$ cat config.mk
export PLATFORM = sky130hd
export DESIGN_NAME = ram_stream_reader
export DESIGN_NICKNAME = d
export VERILOG_FILES = /design/src/rtl/ram_stream_reader.sv
export SDC_FILE = /design/constraint.sdc
export NUM_CORES = 1
export LEC_CHECK = 0
export ABC_AREA = 1
export CORE_UTILIZATION = 45
export CTS_CLUSTER_SIZE = 14
export DETAILED_ROUTE_END_ITERATION = 6
export PLACE_DENSITY = 0.79
export RECOVER_POWER = 50
export SKIP_CTS_REPAIR_TIMING = 1
export SLEW_MARGIN = 20
export SYNTH_ARGS = -nofsm -noshare
export SYNTH_HDL_FRONTEND = slang
export SYNTH_SLANG_ARGS = --single-unit
$ cat constraint.sdc
create_clock -name clk_i -period 2.53 [get_ports clk_i]
set_clock_uncertainty 0.1 [all_clocks]
set_input_delay 0.506 -clock clk_i [delete_from_list [all_inputs] [get_ports clk_i]]
set_output_delay 0.506 -clock clk_i [all_outputs]
set_load 0.02 [all_outputs]
$ cat src/rtl/ram_stream_reader.sv
// Streams len consecutive words from a combinational-read memory, starting at
// base and wrapping modulo depth_p, over a registered valid/ready output.
module ram_stream_reader #(
  parameter int width_p = 8,
  parameter int depth_p = 8
) (
  input  logic                         clk_i,
  input  logic                         reset_ni,
  input  logic                         start_i,
  output logic                         start_ready_o,
  input  logic [$clog2(depth_p)-1:0]   base_addr_i,
  input  logic [$clog2(depth_p+1)-1:0] len_i,
  output logic [$clog2(depth_p)-1:0]   rd_addr_o,
  input  logic [width_p-1:0]           rd_data_i,
  output logic [width_p-1:0]           data_o,
  output logic                         valid_o,
  input  logic                         ready_i,
  output logic                         last_o,
  output logic                         busy_o,
  output logic                         done_o,
  output logic [1:0]                   state_o
);

  localparam int aw = $clog2(depth_p);
  localparam int lw = $clog2(depth_p + 1);

  typedef enum logic [1:0] {
    IDLE   = 2'd0,
    STREAM = 2'd1,
    DONE   = 2'd2
  } state_t;

  // Handshakes: a start transfers on a clock edge where start_i & start_ready_o;
  // an output word transfers on an edge where valid_o & ready_i. Once valid_o
  // is high, data_o/last_o/valid_o stay put until that transfer happens.
  state_t              state_q, state_d;
  logic [aw-1:0]       addr_q, addr_d;
  logic [lw-1:0]       rem_q, rem_d;
  logic [width_p-1:0]  data_q, data_d;
  logic                valid_q, valid_d;
  logic                last_q, last_d;
  logic                out_free;

  assign out_free = ~valid_q | ready_i;

  always_comb begin
    state_d = state_q;
    addr_d  = addr_q;
    rem_d   = rem_q;
    data_d  = data_q;
    valid_d = valid_q;
    last_d  = last_q;
    case (state_q)
      IDLE: begin
        if (start_i) begin
          addr_d  = base_addr_i;
          rem_d   = len_i;
          state_d = (len_i != '0) ? STREAM : DONE;
        end
      end
      STREAM: begin
        if (out_free) begin
          if (rem_q != '0) begin
            // rd_data_i is already valid for addr_q thanks to the async read.
            data_d  = rd_data_i;
            valid_d = 1'b1;
            last_d  = (rem_q == lw'(1));
            addr_d  = (addr_q == aw'(depth_p - 1)) ? '0 : addr_q + aw'(1);
            rem_d   = rem_q - lw'(1);
          end else begin
            valid_d = 1'b0;
            last_d  = 1'b0;
            state_d = DONE;
          end
        end
      end
      DONE: begin
        state_d = IDLE;
      end
      default: begin
        state_d = IDLE;
      end
    endcase
  end

  always_ff @(posedge clk_i or negedge reset_ni) begin
    if (!reset_ni) begin
      state_q <= IDLE;
      addr_q  <= '0;
      rem_q   <= '0;
      data_q  <= '0;
      valid_q <= 1'b0;
      last_q  <= 1'b0;
    end else begin
      state_q <= state_d;
      addr_q  <= addr_d;
      rem_q   <= rem_d;
      data_q  <= data_d;
      valid_q <= valid_d;
      last_q  <= last_d;
    end
  end

  assign start_ready_o = (state_q == IDLE);
  assign busy_o        = (state_q != IDLE);
  assign done_o        = (state_q == DONE);
  assign rd_addr_o     = addr_q;
  assign data_o        = data_q;
  assign valid_o       = valid_q;
  assign last_o        = last_q;
  assign state_o       = state_q;

endmodule
Run 1, gate families picked out:
The bar under the picture is 20 microns long.
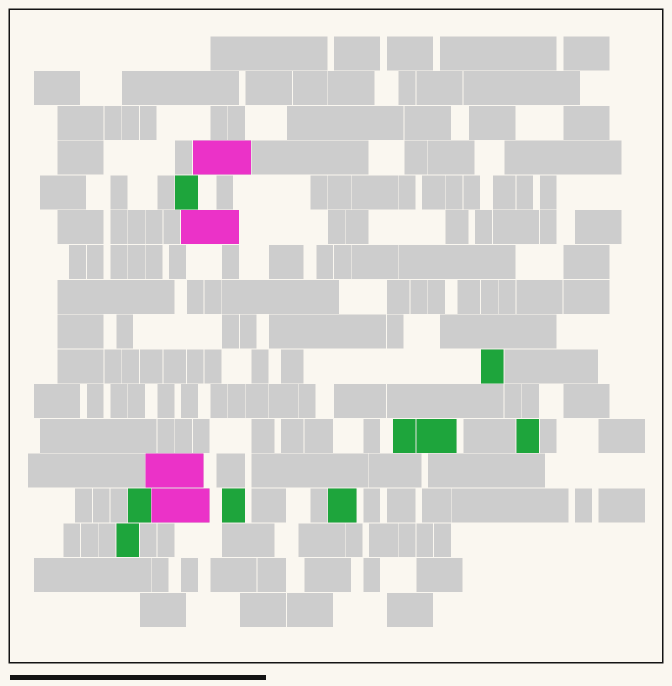
Key: magenta = adder and majority cells [cells 4, most used ha_1]; green = inverting AOI/OAI gates [cells 9, most used o21ai_1]
Comb area share: 35.94%
post-route insts no fill: 205
most numerous logic cell after layout: nand2_1

Run 1, cells coloured by class:
The bar under the picture is 20 microns long.
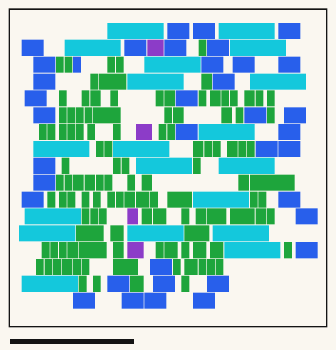
Key: blue = other buffers and delay cells [cells 37]; cyan = flip-flops [cells 19]; purple = clock drivers and dummy loads [cells 4]; green = all other logic [cells 117]

Run 1, sizing map:
The bar under the picture is 20 microns long.
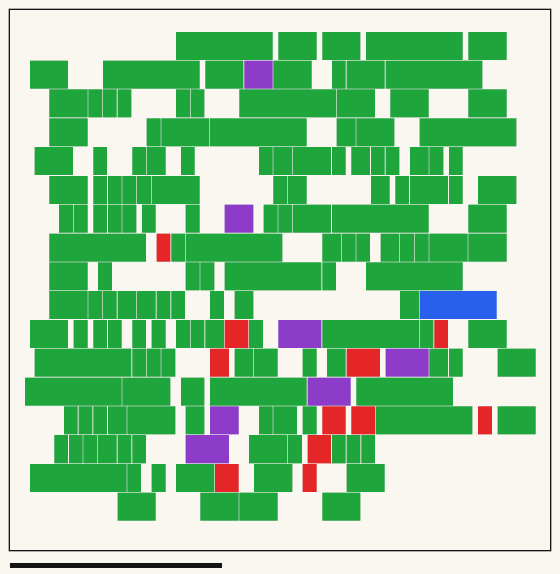
Key: red = drive 2 [cells 11, share 6.2%, most used inv_2]; green = drive 1 or less [cells 158, share 89%, most used nand2_1]; blue = drive 6 and up [cells 1, share 0.56%, most used nor2_8]; purple = drive 3 to 4 [cells 7, share 4.0%, most used clkbuf_4]
Area Overhead vs Synth: 36.38%
post-route cell area: 1473 sq um

==> reports/results.tsv, run 1 <==
stage	metric	value	unit
worst_setup_path	start_kind	flop	
placed_design	post-place-cells	201	
sta	tightest_slew	1.045	ns
power	seq_power	578	uW
run	warnings	27	
power	powerDensity	1370	nW/um^2
detailed_routing	drt-wirelength-per-cell	11.26	microns
detailed_routing	dr.pass1.iters	4	
worst_hold_path	hold_depth	2	
logic_synthesis	top_area_share	44.03	%
sta	final-hold-violation-count	0	
worst_setup_path	rr_endpoint	last_o	
global_route	antenna_found_initial	0	
power	p_comb	1280	uW
global_route	use_met2	32.24	%
power	clkPwrFrac	7.7	%
logic_synthesis	syn-cell-area	1080	sq um
power	maxPowerGroup	combinational cells	
power	p_seq_share	28.6	%
worst_setup_path	slowest_stage	clkdlybuf4s50_1	
global_route	grtUsageMet1	27.13	%
detailed_routing	wl_met2	1.109	mm
power	clock_power	155	uW
clock_tree	clock-root-buffer	clkbuf_4	
logic_synthesis	floorplan.nets	160	
worst_setup_path	critPathCaptureType	output port	
detailed_routing	met1_length	1.049	mm
power	p_switching	974.0	uW
detailed_routing	wl_met3	121	microns
clock_tree	cts_inserted_buffers	3	
sta	fmaxAchievable	446.1	MHz
die	die_w	50.99	microns
logic_synthesis	edf_count	0	
power	switching_share	48.29	%
run_status	outcome	complete, no violations	
clock_tree	clk_latency	0.30	ns
logic_synthesis	yosysTopAreaCell	dfrtp_1	
worst_setup_path	crit_fanout	6	
logic_synthesis	yosys-stat-area	1080	sq um
worst_setup_path	worstPathArrival	1.64	ns
power	p_leak	0.0007487	uW
## run 1: tightest hold or removal path, delay by kind of cell, from the launching register on
kind,cells,cell delay (ns)
flops,1,0.36
simple gates,2,0.10
## run 1: cells by family after synthesis
logic type | after synthesis | synth area share (%)
fa+ha+maj | 4 | 4.635
compound gates | 9 | 4.635
simple gates | 93 | 41.83
flops | 19 | 44.03
buf+inv | 12 | 4.867
## run 1: final cells by class
| type | instances | area [sq um] | area share [%] |
|---|---|---|---|
| repair buffers | 37 | 364.1 | 24.72 |
| inverters | 11 | 41.29 | 2.804 |
| multi-input cells | 106 | 529.3 | 35.94 |
| well taps | 28 | 35.03 | 2.379 |
| clock inverters | 1 | 5.005 | 0.3398 |
| clock buffers | 3 | 22.52 | 1.529 |
| flip-flops and latches | 19 | 475.5 | 32.29 |
==> run 2: changes to the inputs <==
--- a/config.mk
+++ b/config.mk
@@ -6,6 +6,7 @@
 export NUM_CORES = 1
 export LEC_CHECK = 0
 export ABC_AREA = 1
+export CORE_MARGIN = 5
 export CORE_UTILIZATION = 45
 export CTS_CLUSTER_SIZE = 14
 export DETAILED_ROUTE_END_ITERATION = 6
Run 2, gate families picked out:
The bar under the picture is 20 microns long.
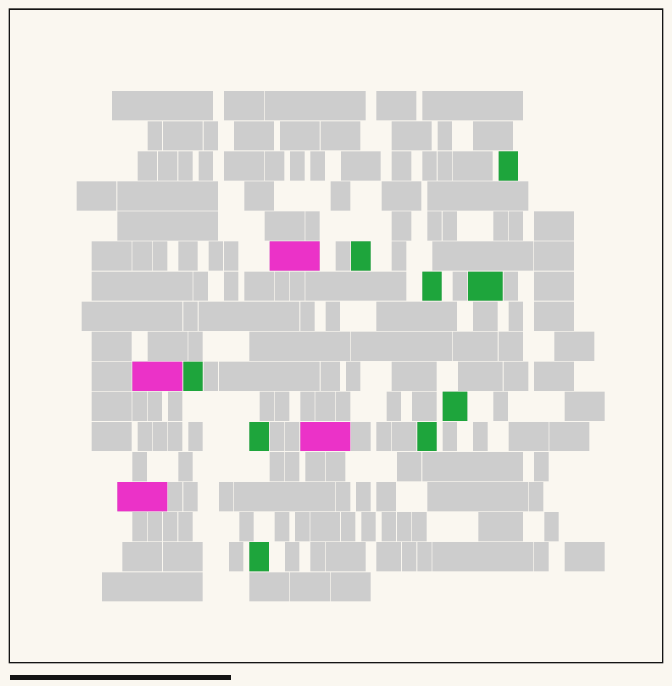
Key: green = inverting AOI/OAI gates [cells 9, most used o21ai_1]; magenta = adder and majority cells [cells 4, most used ha_1]

Run 2, sequential cells coloured by netlist name:
The bar under the picture is 20 microns long.
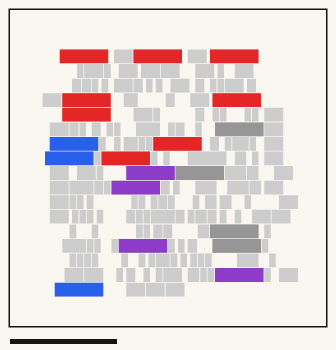
Key: blue = rd_addr_o [placed flops 3]; purple = rem_q [placed flops 4]; red = data_o [placed flops 8]
Another 4 sequential cells are not coloured.

==> run 2 against run 1 <==
Against the previous run: via count is 0.70% lower; cell count stayed put; wire length is 13% higher; combinational power hardly changed; critical endpoint unchanged; sequential share of layout area stayed put.
==> reports/results.tsv, run 2 <==
stage	metric	value	unit
clock_tree	clock-root-buffer	clkbuf_4	
cells_and_area	clkbuf_count	3	
logic_synthesis	async_reset_ff_share	100.0	%
cells_and_area	logic_gates	106	
detailed_routing	met1_length	1.078	mm
cells_and_area	inv_count	11	
global_route	antenna_found_initial	0	
die	die_w	58.99	microns
clock_tree	clk_latency	0.31	ns
logic_synthesis	top_area_share	44.03	%
sta	final-hold-violation-count	0	
logic_synthesis	synth-adder-area-share	4.635	%
logic_synthesis	logic_family	simple AND/OR/NAND/NOR gates	
worst_setup_path	critPathCaptureType	output port	
clock_tree	cts_inserted_buffers	3	
worst_setup_path	worstPathArrival	1.70	ns
worst_setup_path	crit_fanout	6	
cells_and_area	logic_area	529.3	sq um
sta	tightest_slew	1.053	ns
die	taps	28	
cells_and_area	fin_cells	205	
cells_and_area	num-nonclk-buffers	37	
cells_and_area	comb_area_share	35.94	%
logic_synthesis	aoi_share	4.635	%
detailed_routing	wl_met3	105	microns
logic_synthesis	yosys-stat-area	1080	sq um
logic_synthesis	yosysTopAreaCell	dfrtp_1	
logic_synthesis	floorplan.nets	160	
run_status	outcome	complete, no violations	
cells_and_area	final-seq-area	475.5	sq um
cells_and_area	bufAreaShareNonClock	24.72	%
placed_design	post-place-cells	201	
logic_synthesis	mux_share	0	%
cells_and_area	final_area	1473	sq um
cells_and_area	flops	19	
sta	fmaxAchievable	434.4	MHz
worst_setup_path	slowest_stage	clkdlybuf4s50_1	
power	p_leak	0.0007487	uW
logic_synthesis	simple_gate_area_share	41.83	%
cells_and_area	lay_top_count	nand2_1	
cells_and_area	clock_cell_area_share	1.869	%
logic_synthesis	syn-cell-area	1080	sq um
run	warnings	27	
run 2: cell counts after synthesis:
Identical to the previous run, type by type.
run 2: power breakdown:
part,switching (uW),internal [uW]
Combinational,776,528
Clock,102,59.1
Sequential,117,460
run 2: worst paths after layout:
check | to | start | depth (start not counted) | slack, ns
worst max-delay path | start_ready_o | state_o[0] | 2 | 0.23
worst min-delay path | data_o[6] | data_o[6] | 2 | 0.38
worst max register to register | last_o | rem_q[0] | 5 | 0.67
worst min register to register | data_o[6] | data_o[6] | 2 | 0.38
max in group asynchronous | rd_addr_o[2] | reset_ni | 2 | 0.92
min in group asynchronous | rem_q[2] | reset_ni | 2 | 0.79
==> run 3: changes to the inputs <==
--- a/config.mk
+++ b/config.mk
@@ -10,6 +10,7 @@
 export CORE_UTILIZATION = 45
 export CTS_CLUSTER_SIZE = 14
 export DETAILED_ROUTE_END_ITERATION = 6
+export GPL_TIMING_DRIVEN = 0
 export PLACE_DENSITY = 0.79
 export RECOVER_POWER = 50
 export SKIP_CTS_REPAIR_TIMING = 1
Run 3, cells coloured by class:
The bar under the picture is 20 microns long.
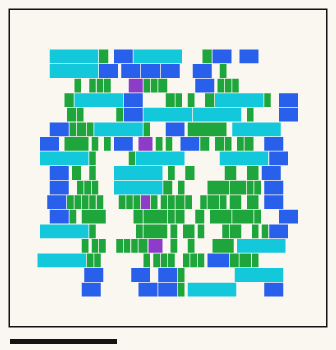
Key: blue = other buffers and delay cells [cells 37]; purple = clock drivers and dummy loads [cells 4]; green = all other logic [cells 117]; cyan = flip-flops [cells 19]
sequential cell area share: 32.12%
post-route cell area: 1480 sq um
Core Util, Final: 65.65%

Run 3, track usage over the die:
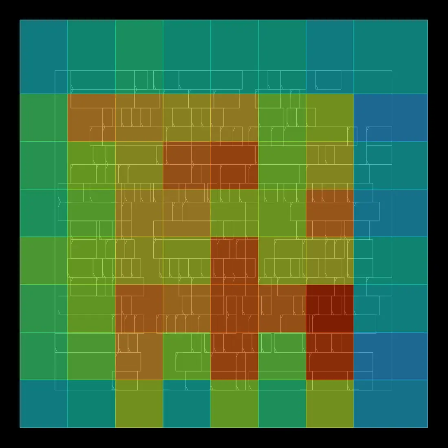
grt met2 use: 32.49%
grt met1 use: 21.20%
GRT Total Usage: 17.81%
GRT busiest layer: met2

==> run 3 against run 2 <==
Against the previous run: sequential share of layout area decreased by 0.16 points; critical endpoint unchanged; synthesized cell count unchanged; non-clock buffer count unchanged; area after synthesis unchanged; register-to-register slack improved by 0.03 ns; count of clock-buffer cells in the layout unchanged; wire length increased by 0.61%; via count increased by 4.0%.
==> reports/results.tsv, run 3 <==
stage	metric	value	unit
power	p_comb	1330	uW
worst_setup_path	required	1.92	ns
detailed_routing	top_layer	met4	
logic_synthesis	synth-adder-area-share	4.635	%
worst_setup_path	reg2reg_depth	5	
power	powerDensity	1394	nW/um^2
run_status	outcome	complete, no violations	
detailed_routing	drt-wirelength-per-cell	12.79	microns
logic_synthesis	syn-cell-area	1080	sq um
worst_setup_path	rr_endpoint	last_o	
clock_tree	clock-root-buffer	clkbuf_4	
power	switching_share	48.59	%
worst_setup_path	start_kind	flop	
cells_and_area	lay_top_count	nand2_1	
logic_synthesis	ys_cells	137	
power	seq_power	577	uW
clock_tree	cts_tree	yes	
placed_design	post-place-cells	201	
cells_and_area	syn_to_final_growth	37.08	%
logic_synthesis	async_reset_ff_share	100.0	%
logic_synthesis	yosysTopAreaCell	dfrtp_1	
worst_hold_path	hold_depth	2	
logic_synthesis	flop_cell	dfrtp_1	
global_route	overflow	0	
die	io_pins	37	
worst_hold_path	worstHoldStart	data_o[2]	
worst_setup_path	critPathCaptureType	output port	
clock_tree	clk_latency	0.30	ns
power	clkPwrFrac	7.6	%
worst_hold_path	hold_end	data_o[2]	
worst_setup_path	crit_path_end	start_ready_o	
power	maxPowerGroup	combinational cells	
logic_synthesis	mux_share	0	%
die	die_w	58.99	microns
power	p_leak	0.0007536	uW
logic_synthesis	edf_count	0	
detailed_routing	met1_length	1.085	mm
sta	final-hold-violation-count	0	
power	combPwrFrac	64.5	%
cells_and_area	final_layout_size_suffix_gt1_share	11.30	%
worst_setup_path	cp-startpoint	state_o[0]	
cells_and_area	fin_cells	205	
power	clock_power	157	uW
worst_setup_path	worstPathArrival	1.62	ns
logic_synthesis	simple_gate_area_share	41.83	%
run	warnings	27	
logic_synthesis	aoi_share	4.635	%
placed_design	placed_area	1475	sq um
sta	fin_setup_tns	0	ns
worst_setup_path	r2r_setup_slack	0.70	ns
global_route	grt_max_degree	20	
power	p_switching	1003	uW
logic_synthesis	yosys-stat-area	1080	sq um
logic_synthesis	floorplan.nets	160	
detailed_routing	wl_met3	108	microns
worst_setup_path	crit_fanout	6	
global_route	antenna_found_initial	0	
detailed_routing	wl_met2	1.414	mm
sta	tightest_slew	0.8652	ns
logic_synthesis	top_area_share	44.03	%
worst_setup_path	rr_startpoint	rem_q[0]	
detailed_routing	dr.pass1.iters	4	
clock_tree	cts_inserted_buffers	3	
logic_synthesis	logic_family	simple AND/OR/NAND/NOR gates	
logic_synthesis	xor_share	0	%
sta	fmaxAchievable	448.4	MHz
power	p_seq_share	27.9	%
clock_tree	clkTransAtPathRegs	0.11	ns
power	p_int	1061	uW
==> run 3: cell counts after synthesis <==
No cell type changed its count.
==> run 3: cell type report <==
type                            count  area, sq um  share of cell area (%)
Inverter                           11        41.29                   2.790
Tap cell                           28        35.03                   2.367
Clock buffer                        3        22.52                   1.522
Multi-Input combinational cell    106        529.3                   35.76
Timing Repair Buffer               36        360.3                   24.34
Clock inverter                      1        5.005                  0.3381
Sequential cell                    19        475.5                   32.12
Buffer                              1        11.26                  0.7608
==> run 3: metal layers <==
layer	GRT usage, %	up-vias
met5	0	-
met3	2.179	2
met1	21.20	492
met4	6.472	0
met2	32.49	25
li1	-	511
==> run 3: worst max-delay path, stage by stage (launching register included) <==
cell             delay [ns]
dfrtp_1                0.47
nor2_1                 0.21
clkdlybuf4s50_1        0.64
Power figures rest on the tool's default switching activity, not on a simulated workload.
